===== config.mk =====
export PLATFORM = sky130hd
export DESIGN_NAME = sr_flop_driver
export DESIGN_NICKNAME = d
export VERILOG_FILES = /design/src/rtl/sr_drv_pkg.sv /design/src/rtl/sr_drv_timer.sv /design/src/rtl/sr_flop_driver.sv
export SDC_FILE = /design/constraint.sdc
export NUM_CORES = 1
export LEC_CHECK = 0
export CORE_ASPECT_RATIO = 1.25
export CORE_MARGIN = 10
export CORE_UTILIZATION = 45
export DETAILED_ROUTE_END_ITERATION = 12
export GPL_ROUTABILITY_DRIVEN = 1
export GPL_TIMING_DRIVEN = 0
export PLACE_DENSITY = 0.7
export SYNTH_ARGS = -nofsm -noshare
export SYNTH_HDL_FRONTEND = slang
export SYNTH_SLANG_ARGS = --single-unit

===== constraint.sdc =====
create_clock -name clk -period 1.9 [get_ports clk]
set_input_delay 0.38 -clock clk [delete_from_list [all_inputs] [get_ports clk]]
set_output_delay 0.38 -clock clk [all_outputs]
set_load 0.01 [all_outputs]

===== src/rtl/sr_drv_pkg.sv =====
// Shared state encoding and response codes for the SR flop bank driver.
// Pure definitions: no logic, no latency, no flow control.
package sr_drv_pkg;

  typedef enum logic [2:0] {
    ST_INIT     = 3'd0,
    ST_INIT_CHK = 3'd1,
    ST_IDLE     = 3'd2,
    ST_PULSE    = 3'd3,
    ST_CHECK    = 3'd4,
    ST_RESP     = 3'd5
  } state_t;

  localparam logic RSP_OK  = 1'b0;
  localparam logic RSP_ERR = 1'b1;

endpackage


===== src/rtl/sr_drv_timer.sv =====
// Readback timeout counter: load clears, count advances (saturating), expire flags the last allowed cycle.
// Combinational expire from a registered count; no handshake.
module sr_drv_timer #(
  parameter int unsigned TIMEOUT = 3
) (
  input  logic clk,
  input  logic reset,
  input  logic i_load,
  input  logic i_count,
  output logic o_expire
);

  localparam int unsigned   TW   = $clog2(TIMEOUT + 1);
  localparam logic [TW-1:0] LAST = TW'(TIMEOUT - 1);
  localparam logic [TW-1:0] SAT  = TW'(TIMEOUT);

  logic [TW-1:0] r_cnt;

  always_ff @(posedge clk) begin
    if (reset) begin
      r_cnt <= '0;
    end else if (i_load) begin
      r_cnt <= '0;
    end else if (i_count && (r_cnt != SAT)) begin
      r_cnt <= r_cnt + TW'(1);
    end
  end

  // Count equals the number of waiting cycles already spent, so LAST marks the final one.
  assign o_expire = (r_cnt >= LAST);

endmodule


===== src/rtl/sr_flop_driver.sv =====
// Drives one-cycle S/R pulses into an NCH SR flop bank and confirms each write by q/qbar readback.
// Ideal write: response 3 cycles after accept; no-op/bad index: 1 cycle; req_ready only in IDLE.
module sr_flop_driver
  import sr_drv_pkg::*;
#(
  parameter int unsigned NCH     = 4,
  parameter int unsigned TIMEOUT = 3,
  parameter int unsigned IDXW    = 2
) (
  input  logic            clk,
  input  logic            reset,
  input  logic            req_valid,
  output logic            req_ready,
  input  logic [IDXW-1:0] req_chan,
  input  logic            req_val,
  output logic [NCH-1:0]  s,
  output logic [NCH-1:0]  r,
  input  logic [NCH-1:0]  q,
  input  logic [NCH-1:0]  qbar,
  output logic            rsp_valid,
  output logic            rsp_err,
  output logic [IDXW-1:0] rsp_chan,
  output logic            init_done,
  output logic            init_err
);

  state_t          r_state, w_next;
  logic            r_init_fired;
  logic [IDXW-1:0] r_chan;
  logic            r_val;
  logic            r_err;
  logic [NCH-1:0]  r_shadow, r_svld;
  logic [NCH-1:0]  r_s, r_r, w_s_nxt, w_r_nxt;
  logic            r_rsp_vld, r_init_done, r_init_err;

  logic [NCH-1:0]  w_req_sel, w_sel;
  logic            w_req_bad, w_req_noop, w_chk_ok, w_init_ok;
  logic            w_expire, w_tmr_load, w_tmr_count;

  assign w_req_sel  = NCH'(1) << req_chan;
  assign w_sel      = NCH'(1) << r_chan;
  assign w_req_bad  = (32'(req_chan) >= NCH);
  assign w_req_noop = (|(r_svld & w_req_sel)) && ((|(r_shadow & w_req_sel)) == req_val);

  // X on readback makes these compares non-true, which is treated as a mismatch.
  assign w_chk_ok  = ((q & w_sel) == (r_val ? w_sel : '0)) &&
                     ((qbar & w_sel) == (r_val ? '0 : w_sel));
  assign w_init_ok = (q == '0) && (qbar == '1);

  assign w_tmr_load  = (w_next != r_state) && ((w_next == ST_INIT_CHK) || (w_next == ST_CHECK));
  assign w_tmr_count = (r_state == ST_INIT_CHK) || (r_state == ST_CHECK);

  sr_drv_timer #(.TIMEOUT(TIMEOUT)) u_timer (
    .clk      (clk),
    .reset    (reset),
    .i_load   (w_tmr_load),
    .i_count  (w_tmr_count),
    .o_expire (w_expire)
  );

  always_ff @(posedge clk) begin
    if (reset) r_state <= ST_INIT;
    else       r_state <= w_next;
  end

  always_comb begin
    w_next  = r_state;
    w_s_nxt = '0;
    w_r_nxt = '0;
    case (r_state)
      ST_INIT: begin
        if (r_init_fired) w_next = ST_INIT_CHK;
        else              w_r_nxt = '1;
      end
      ST_INIT_CHK: if (w_init_ok || w_expire) w_next = ST_IDLE;
      ST_IDLE: begin
        if (req_valid) begin
          if (w_req_bad || w_req_noop) begin
            w_next = ST_RESP;
          end else begin
            w_next  = ST_PULSE;
            w_s_nxt = req_val ? w_req_sel : '0;
            w_r_nxt = req_val ? '0 : w_req_sel;
          end
        end
      end
      ST_PULSE: w_next = ST_CHECK;
      ST_CHECK: if (w_chk_ok || w_expire) w_next = ST_RESP;
      ST_RESP:  w_next = ST_IDLE;
      default:  w_next = ST_INIT;
    endcase
  end

  always_ff @(posedge clk) begin
    if (reset) begin
      r_init_fired <= 1'b0;
      r_chan       <= '0;
      r_val        <= 1'b0;
      r_err        <= RSP_OK;
      r_shadow     <= '0;
      r_svld       <= '0;
      r_s          <= '0;
      r_r          <= '0;
      r_rsp_vld    <= 1'b0;
      r_init_done  <= 1'b0;
      r_init_err   <= 1'b0;
    end else begin
      r_init_fired <= (r_state == ST_INIT);
      r_s          <= w_s_nxt;
      r_r          <= w_r_nxt;
      r_rsp_vld    <= (w_next == ST_RESP);
      case (r_state)
        ST_INIT_CHK: begin
          if (w_init_ok) begin
            r_init_done <= 1'b1;
            r_shadow    <= '0;
            r_svld      <= '1;
          end else if (w_expire) begin
            r_init_err  <= 1'b1;
          end
        end
        ST_IDLE: begin
          if (req_valid) begin
            r_chan <= req_chan;
            r_val  <= req_val;
            r_err  <= w_req_bad ? RSP_ERR : RSP_OK;
          end
        end
        ST_CHECK: begin
          if (w_chk_ok) begin
            r_shadow <= r_val ? (r_shadow | w_sel) : (r_shadow & ~w_sel);
            r_svld   <= r_svld | w_sel;
            r_err    <= RSP_OK;
          end else if (w_expire) begin
            // Unknown flop contents: force a real pulse on the next write to this channel.
            r_svld   <= r_svld & ~w_sel;
            r_err    <= RSP_ERR;
          end
        end
        default: ;
      endcase
    end
  end

  assign req_ready = (r_state == ST_IDLE);
  assign s         = r_s;
  assign r         = r_r;
  assign rsp_valid = r_rsp_vld;
  assign rsp_err   = r_err;
  assign rsp_chan  = r_chan;
  assign init_done = r_init_done;
  assign init_err  = r_init_err;

endmodule


==> CHANGELOG.md <==
## Flow update

- # diodes: 0
- Most common cell in the netlist: dfxtp_1
- Area of placed instances: 1860 µm²
- FF+latch count, synth: 29
- Seq cells: 29
- Sw power: between 0.3 and 0.4 mW
- Seq share, synth: 37.4%
- Row count: 23
- Comb pwr: 0.285 mW
- Adder share: 1.61%
- Core area: 3250 µm²
- CP Class: input pin to flop
- Vias in the first global route: 1486
- Pre-CTS setup slack: -0.582 ns
- Chip Area, Yosys: 1550 µm²
- DR pass1 iterations: 4
- CTS Sinks: 29
- Minimum clock period: 1.87 ns
- Synth Instances: around 190
- Post-Layout Cell Count: 260
- First-pass GRT wire length: ~6.9 mm
- Max transition margin: between 60% and 70%
- Critical-path cell list: dlygate4sd2_1 -> or3b_2 -> nand4b_1 -> a41oi_4 -> o22ai_4 -> buf_4 -> a21oi_1 -> a211oi_1
- Crit path from: q[1]
- Most numerous logic cells after layout: dfxtp_1 (28), nand2_1 (26), a21oi_1 (21)
- Yosys cell count: 186
- Initial Utilization: 47.7%
- Post-synth EDFFs: 0
- Achievable frequency: 535 MHz
- CTS max path bufs: 2
- Fraction of area in registers: 27.8%
- Distinct lib cells: between 40 and 50
- Inverters: 7
- Crit path capture type: flop
- Reg-to-Reg End: r_svld[0]$_SDFFE_PP0P_
- DRC errors left: 0
- Top comb family, area: simple AND/OR/NAND/NOR gates
- Yosys aoi share: 23.3%
- CP delay by family, top: simple AND/OR/NAND/NOR gates
- Grt met2 use: 23.5%
- MI comb area: 1000 µm²
- Most common flop cell mapped by yosys: dfxtp_1
- Clock Tree Root: clkbuf_8
- Worst Path Required: between 2 and 2.5 ns
- Layer carrying the most global-route usage: met2
- Via Count: 1495
- Hold WS: 0.341 ns
- # resized after CTS: 15
- # Max-Cap Violations: 0
- Die H: 85.7 µm
- Floorplan Nets: 202
- Buffer count from post-CTS setup fixing: 2
- CP max stage cell: or3b_2
- Simple-gate share of the synthesized area: 26.1%
- Buffers excl. clock: 39
- Outcome: complete, no violations
- CP max FO: 4
- Synth Area per Inst: 8.34 µm²
- FFs w/ async S/R, synth: 0%
- WP data arrival: 2.06 ns
**Clock network drawn from the DEF**

Drawn at 6 px/µm.
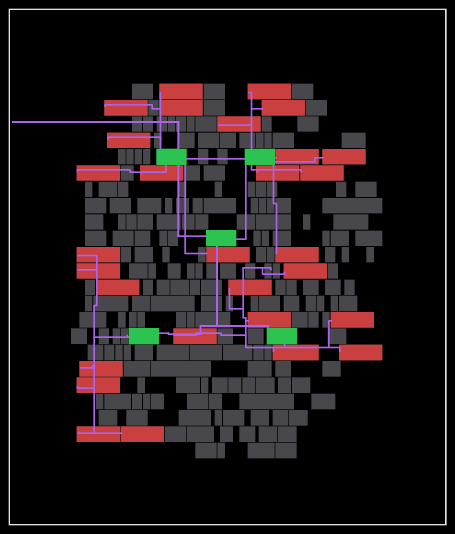
Key: green = cells driving clock nets [count 5]; purple = clock wires [length 381 µm]; red = flip-flops [count 29]
There are 6 routed clock nets.

**I/O nets highlighted**

Drawn at 6 px/µm.
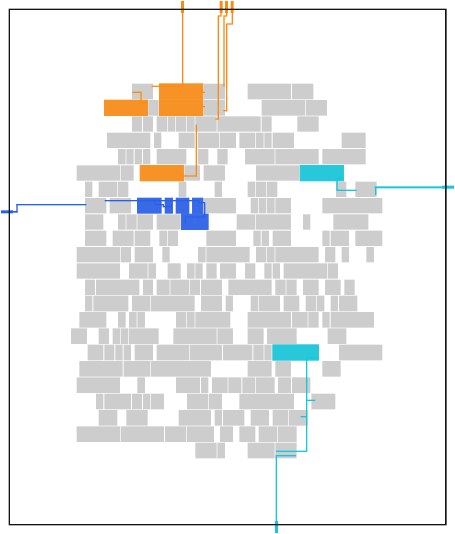
Key: blue = req_valid [bits 1, direction input, edge left, end cells 6, buffers 1, wire 41.0 µm]; orange = r [bits 4, direction output, edge top, end cells 4, buffers 4, wire 84.1 µm]; cyan = rsp_chan [bits 2, direction output, edge 1 right, 1 bottom, end cells 2, buffers 2, wire 57.3 µm]

**Metal 3**

Drawn at 4 px/µm. Cells faint in the background.
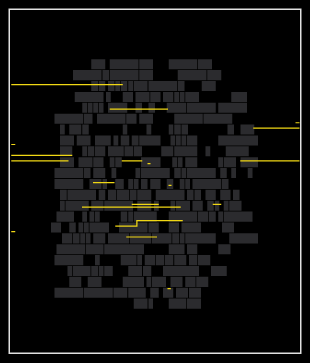
15 nets have wire on it. The layer carries 167 µm of wire. The wires run mostly horizontal. The layer holds 4.0% of the routed length. The longest straight run is 27.6 µm.

No activity file was given, so power comes from the tool's default toggle rates.
